**src/rtl/shift_unit_pkg.sv**
```systemverilog
// Shared definitions for the multi-cycle shifter: mode encodings and FSM states.
package shift_unit_pkg;

   localparam logic [1:0] MODE_SLL = 2'b00;
   localparam logic [1:0] MODE_SRL = 2'b01;
   localparam logic [1:0] MODE_SRA = 2'b10;
   localparam logic [1:0] MODE_ROR = 2'b11;

   typedef enum logic [1:0] {
      IDLE  = 2'd0,
      SHIFT = 2'd1,
      DONE  = 2'd2
   } state_t;

endpackage

```
**src/rtl/shift_step.sv**
```systemverilog
// One combinational shift step of 0..STEP bits.
// Optional feature macro: SHIFT_UNIT_ROTATE_EN (adds rotate-right for mode 11).
// Ports:
//   i_acc   : current accumulator value
//   i_s     : shift amount for this step (0..STEP)
//   i_mode  : SLL / SRL / SRA / ROR
//   o_acc_c : accumulator after the step (combinational)
module shift_step
   import shift_unit_pkg::*;
#(
   parameter int unsigned N    = 32,
   parameter int unsigned STEP = 4,
   parameter int unsigned SW   = $clog2(STEP + 1)
) (
   input  logic [N-1:0]  i_acc,
   input  logic [SW-1:0] i_s,
   input  logic [1:0]    i_mode,
   output logic [N-1:0]  o_acc_c
);

   // Per-mode fill: zeros for logical shifts, sign copies for SRA, wrapped bits for ROR
   always_comb begin
      o_acc_c = i_acc;
      case (i_mode)
         MODE_SLL: o_acc_c = i_acc << i_s;
         MODE_SRL: o_acc_c = i_acc >> i_s;
         MODE_SRA: o_acc_c = $unsigned($signed(i_acc) >>> i_s);
`ifdef SHIFT_UNIT_ROTATE_EN
         // Low half of the doubled word shifted right is the rotated value
         MODE_ROR: o_acc_c = N'({i_acc, i_acc} >> i_s);
`endif
         default:  o_acc_c = i_acc;
      endcase
   end

endmodule

```
**src/rtl/shift_unit_seq.sv**
```systemverilog
// Multi-cycle variable shifter (SLL/SRL/SRA, optional ROR) with start/done handshake.
// Shifts at most STEP bits per cycle; done pulses for one cycle when dout is valid.
// Optional feature macro: SHIFT_UNIT_ROTATE_EN (mode 11 rotates right; otherwise
// mode 11 is invalid and passes din through with latency 1).
// Ports:
//   clk, rst_n : clock, synchronous active-low reset
//   start      : request, accepted in IDLE or DONE
//   mode       : 00 SLL, 01 SRL, 10 SRA, 11 ROR
//   din, shamt : operand and shift amount, sampled at accept
//   busy       : high while in SHIFT
//   done       : one-cycle pulse with valid dout
//   dout       : result, held until the next DONE
module shift_unit_seq
   import shift_unit_pkg::*;
#(
   parameter int unsigned N       = 32,
   parameter int unsigned SHAMT_W = $clog2(N),
   parameter int unsigned STEP    = 4
) (
   input  logic               clk,
   input  logic               rst_n,
   input  logic               start,
   input  logic [1:0]         mode,
   input  logic [N-1:0]       din,
   input  logic [SHAMT_W-1:0] shamt,
   output logic               busy,
   output logic               done,
   output logic [N-1:0]       dout
);

   localparam int unsigned SW = $clog2(STEP + 1);

   state_t             r_state;
   state_t             w_next;
   logic [N-1:0]       r_acc;
   logic [SHAMT_W-1:0] r_rem;
   logic [1:0]         r_mode;
   logic               r_busy;
   logic               r_done;
   logic [N-1:0]       r_dout;

   logic               w_accept;
   logic               w_mode_ok;
   logic [SW-1:0]      w_s;
   logic [SHAMT_W-1:0] w_rem_next;
   logic [N-1:0]       w_acc_step;
   logic [N-1:0]       w_dout_next;

`ifdef SHIFT_UNIT_ROTATE_EN
   assign w_mode_ok = 1'b1;
`else
   assign w_mode_ok = (mode != MODE_ROR);
`endif

   // Step size is min(rem, STEP)
   always_comb begin
      if (32'(r_rem) > 32'(STEP)) w_s = SW'(STEP);
      else                        w_s = SW'(r_rem);
   end

   assign w_rem_next = r_rem - SHAMT_W'(w_s);

   shift_step #(
      .N    (N),
      .STEP (STEP),
      .SW   (SW)
   ) u_step (
      .i_acc   (r_acc),
      .i_s     (w_s),
      .i_mode  (r_mode),
      .o_acc_c (w_acc_step)
   );

   // Next-state logic; accept only from IDLE or DONE
   always_comb begin
      w_next   = r_state;
      w_accept = 1'b0;
      case (r_state)
         IDLE:    if (start) w_accept = 1'b1;
         SHIFT:   if (w_rem_next == '0) w_next = DONE;
         DONE:    if (start) w_accept = 1'b1;
                  else       w_next   = IDLE;
         default: w_next = IDLE;
      endcase
      if (w_accept) begin
         if ((shamt != '0) && w_mode_ok) w_next = SHIFT;
         else                            w_next = DONE;
      end
   end

   // Zero-shift and invalid-mode accepts go straight to DONE with din as result
   assign w_dout_next = w_accept ? din : w_acc_step;

   // Datapath and output registers
   always_ff @(posedge clk) begin
      if (!rst_n) begin
         r_state <= IDLE;
         r_acc   <= '0;
         r_rem   <= '0;
         r_mode  <= MODE_SLL;
         r_busy  <= 1'b0;
         r_done  <= 1'b0;
         r_dout  <= '0;
      end else begin
         r_state <= w_next;
         r_busy  <= (w_next == SHIFT);
         r_done  <= (w_next == DONE);
         if (w_accept) begin
            r_acc  <= din;
            r_rem  <= shamt;
            r_mode <= mode;
         end else if (r_state == SHIFT) begin
            r_acc <= w_acc_step;
            r_rem <= w_rem_next;
         end
         if (w_next == DONE) r_dout <= w_dout_next;
      end
   end

   assign busy = r_busy;
   assign done = r_done;
   assign dout = r_dout;

endmodule

```
**config.mk**
```make
export PLATFORM = sky130hd
export DESIGN_NAME = shift_unit_seq
export DESIGN_NICKNAME = d
export VERILOG_FILES = /design/src/rtl/shift_unit_pkg.sv /design/src/rtl/shift_step.sv /design/src/rtl/shift_unit_seq.sv
export SDC_FILE = /design/constraint.sdc
export NUM_CORES = 1
export LEC_CHECK = 0
export CAP_MARGIN = 20
export CORE_ASPECT_RATIO = 1.4
export CORE_MARGIN = 2
export CORE_UTILIZATION = 45
export DETAILED_ROUTE_END_ITERATION = 10
export GPL_TIMING_DRIVEN = 0
export PLACE_DENSITY = 0.67
export SYNTH_ARGS = -nofsm -noshare
export SYNTH_HDL_FRONTEND = slang
export SYNTH_SLANG_ARGS = --single-unit
```
**constraint.sdc**
```tcl
create_clock -name clk -period 6.2 [get_ports clk]
set_input_delay 1.24 -clock clk [delete_from_list [all_inputs] [get_ports clk]]
set_output_delay 1.24 -clock clk [all_outputs]
set_load 0.05 [all_outputs]
```
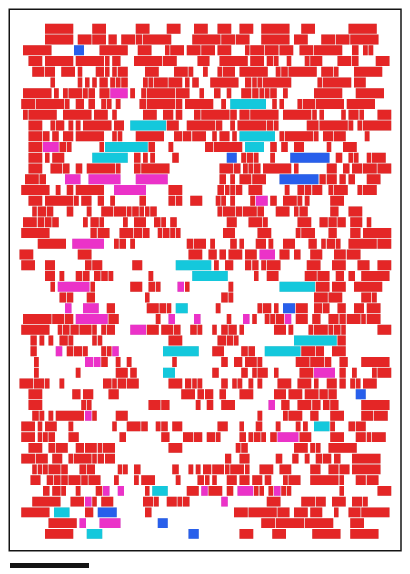
Fig. 1. Drive-strength map.
Bar = 20 µm.
| color | size | cells | share |
|---|---|---|---|
| magenta | drive 2 | 36 | 4.2% |
| cyan | drive 6 and up | 18 | 2.1% |
| blue | drive 3 to 4 | 9 | 1.1% |
| red | drive 1 or less | 785 | 93% |
Final Cell Area: 6930 µm²
Area growth syn-to-layout: 22.4%

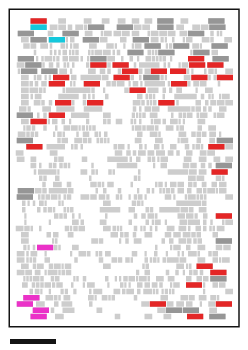
Fig. 2. Sequential cells colored by netlist name.
Bar = 20 µm. Other sequential cells in the stronger gray, the rest of the logic in the fainter gray.
| color | signal | placed flops |
|---|---|---|
| cyan | r_state | 2 |
| magenta | r_rem | 5 |
| red | r_acc | 32 |
not colored: 36
final core utilization: 0.563
Register Area: 1500 µm²

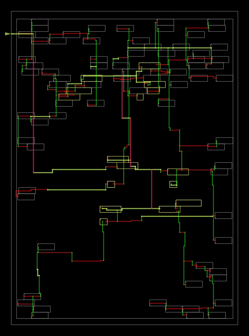
Fig. 3. Clock nets.
total CTS buffers: 9
Clock Latency Late Sink: 350 ps
clock sink count: 75

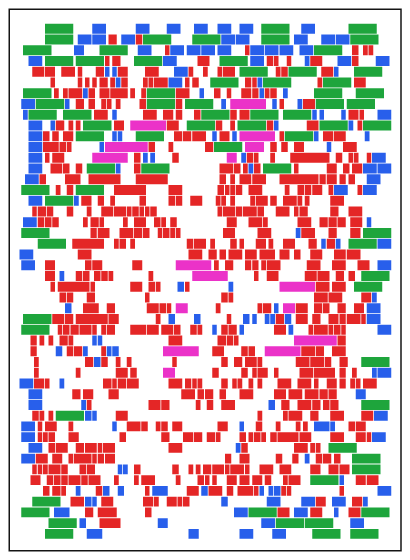
Fig. 4. Placed cells, one color a class.
| color | class | cells | share of their area |
|---|---|---|---|
| blue | other buffers and delay cells | 172 | 17% |
| green | flip-flops | 75 | 22% |
| magenta | clock drivers and dummy loads | 16 | 4.9% |
| red | all other logic | 585 | 55% |
Core Rows: 48
CORE AREA: 12300 µm²
fraction of area in registers: 0.217

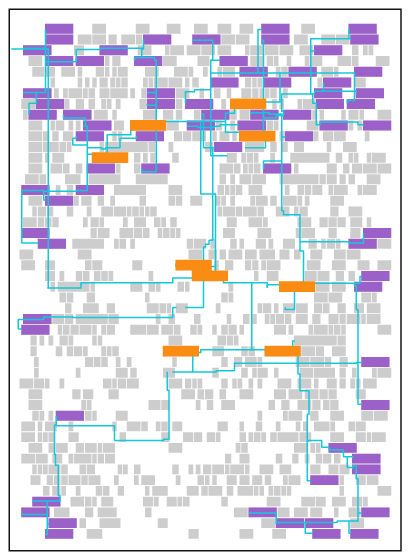
Fig. 5. Routed clock nets over the placement.
[cyan] clock wires | length: 1260 µm
[purple] flip-flops | count: 75
[orange] cells driving clock nets | count: 9
flops lie: spread over the die
Final Skew: 11.3 ps
clock network power: 613 µW

==> CHANGELOG.md <==
### Metrics

- Combinational Power: 820 µW
- Power density cells: 290 nW/µm²
- Top Layer Used: met4
- Grt total ovfl: 0
- Crit path top cell by count: clkbuf_1
- Gate power share: 0.409
- CP max stage delay: 660 ps
- Post-synth EDFFs: 0
- Worst path bufs/invs: 4
- Vias in the first global route: 6571
- TNS Setup: 0 ps
- Most used flip-flop cell: dfxtp_1
- Resize count post-CTS: 0
- Post-Place Worst Slack: 1630 ps
- Post-synth top cells: 113 x nand2_1, 75 x dfxtp_1, 63 x clkbuf_1
- Post-route ant nets: 0
- Fp util: 0.459
- Highest-power group: combinational cells
- Worst R2R End: dout[13]
- Total number of vias: 6898
- Leakage: 2.56 nW
- Final setup fails: 0
- Sw frac: 0.417
- Slew HR: 0.386
- Share of layout cells above drive strength 1: 0.0743
- Most used routing layer: met2
- Seq. pwr: 572 µW
- Vias/cell: 6.91
- Placement Cell Area: 6590 µm²
- FF-to-FF path depth: 12
- Final wirelength: 26200 µm
- Hold Path Sink: dout[21]
- H-tree depth: 3
- Diodes inserted: 0
- Area share, top type: 0.265
- Mapped Area: 5660 µm²
- Reg-to-reg startpoint: r_rem[3]
- Mapped Nets: 800
- Yosys Instances: 757
- Setup CP Type: flop to flop
- Clock power frac: 0.306
- Ys flops: 75
- CP delay by family, top: buffers and inverters
- Metal3 WL: 2350 µm
- Synth area leader: dfxtp_1
- 1st-iter DRT viols: 704
- Gp weighted congestion: 1.06
- Tightest Hold Check Type: flop to flop
- Max-slew violation count: 0
- Synth top cell by count: nand2_1
- Chip Area, Yosys: 5660 µm²
- I/O Pins: 76
- Yosys warning tally: 0
- Pint: 1.17 mW
- Worst reg-to-reg setup slack: 1440 ps
- Met3 usage: 0.0638
- Ranking of synthesized cells by area: dfxtp_1 27%, nand2_1 7.5%, mux2i_1 7.4%, a21oi_1 4.8%, o21ai_0 4.8%
- Met2 Usage GRT: 0.624
- Mapped Cells: 757
- Postcts setup bufs: 0
- Drt drc: 0
- Clock transition at path regs: 70 ps
- Asr flop ratio synth: 0
- Worst EP required: 6490 ps
- Buffers on Ports: 74
- Sequential power share: 0.285
- Crit end category: flop
- Fillers: 1228
- Startpoint Class: flop
- Max-Cap Viols: 0
- Layout Cells excl Fill: 998
- Critical Path, Cell by Cell: or3_1 > clkbuf_1 > clkbuf_1 > buf_1 > nand2_1 > ha_1 > o21ai_0 > a21oi_1 > o22a_1 > a211oi_2 > clkbuf_1 > a22o_1
- P_sw: 837 µW
- Met2 WL: 12100 µm
- Most frequent cells in the layout: 113 x nand2_1, 75 x dfxtp_1, 74 x clkdlybuf4s50_1, 63 x clkbuf_1, 55 x nor2_1
- Slowest CP cell: buf_1
- Crit path max fanout: 10
- Hold Path Stages: 2
- Average cell area after synthesis: 7.47 µm²
- Wire length of the first global-routing pass: 38900 µm
- Slew @ Worst Pin: 921 ps
- TritonCTS clock tree: built
- Seq/Total Area, Yosys: 0.265
- Hold-fix buffers, CTS: 0
- Cycle use final: 0.768
- Placed wire-length estimate: 19000 µm
- WL met1: 9700 µm
- Unrepaired setup endpoints after global routing: no
- Final Hold Vio Count: 0
- Most numerous logic cell after layout: nand2_1
- WL/cell: 26.3 µm
- Bufs on Longest Clock Path: 2
- CTS root buf: clkbuf_16
- Die Wd: 98.8 µm
- Run status: completed
- Initial antenna violation count: 0
- Nets: 886
- HP Start: dout[21]
- Post-placement cell count: 981
- Cell Type Count: 72
- Total GRT Usage: 0.380
- F_max: 0.210 GHz
- Log Warnings: 26
- CP endpoint: dout[13]
- Arrival time at the worst endpoint: 5050 ps
- Crit. path cell count: 12
- Die extent in y: 137 µm
- Total power: 2.01 mW
- Worst Setup SP: r_rem[3]
- 1st-pass router iterations: 8
- GRT met1 Usage: 0.447
- WHS: 457 ps
- Maximum number of pins on one net before global-route repair: 15
- Peak VDD IR: 0.179 mV
- Tmin final: 4760 ps
- Worst Setup Slack, final: 1440 ps
- Die Area: 13500 µm²
## area by class of cell
class                      instances  area (µm²)  share of cell area
multi-input combinational        578        3700               0.534
clock buffer                      10         239              0.0345
tap                              150         188              0.0271
buffer                            97         428              0.0618
sequential                        75        1500               0.217
clock inverter                     6        93.8              0.0136
timing repair buffer              75         748               0.108
inverter                           7        26.3             0.00379
## kinds of logic after synthesis
family          after synthesis  synth area share
xor+xnor                      3           0.00465
compound gates              286             0.357
other cells                   1          0.000663
simple gates                235             0.184
mux                          52             0.106
fa+ha+maj                     1           0.00221
flops                        75             0.265
buf+inv                     104            0.0803
## sequential cells by signal, indices dropped and copies added (netlist names)
register  flops
r_rem         5
r_acc        32
r_mode        2
done          1
r_state       2
dout         32
busy          1
Power and IR drop assume default switching activity.
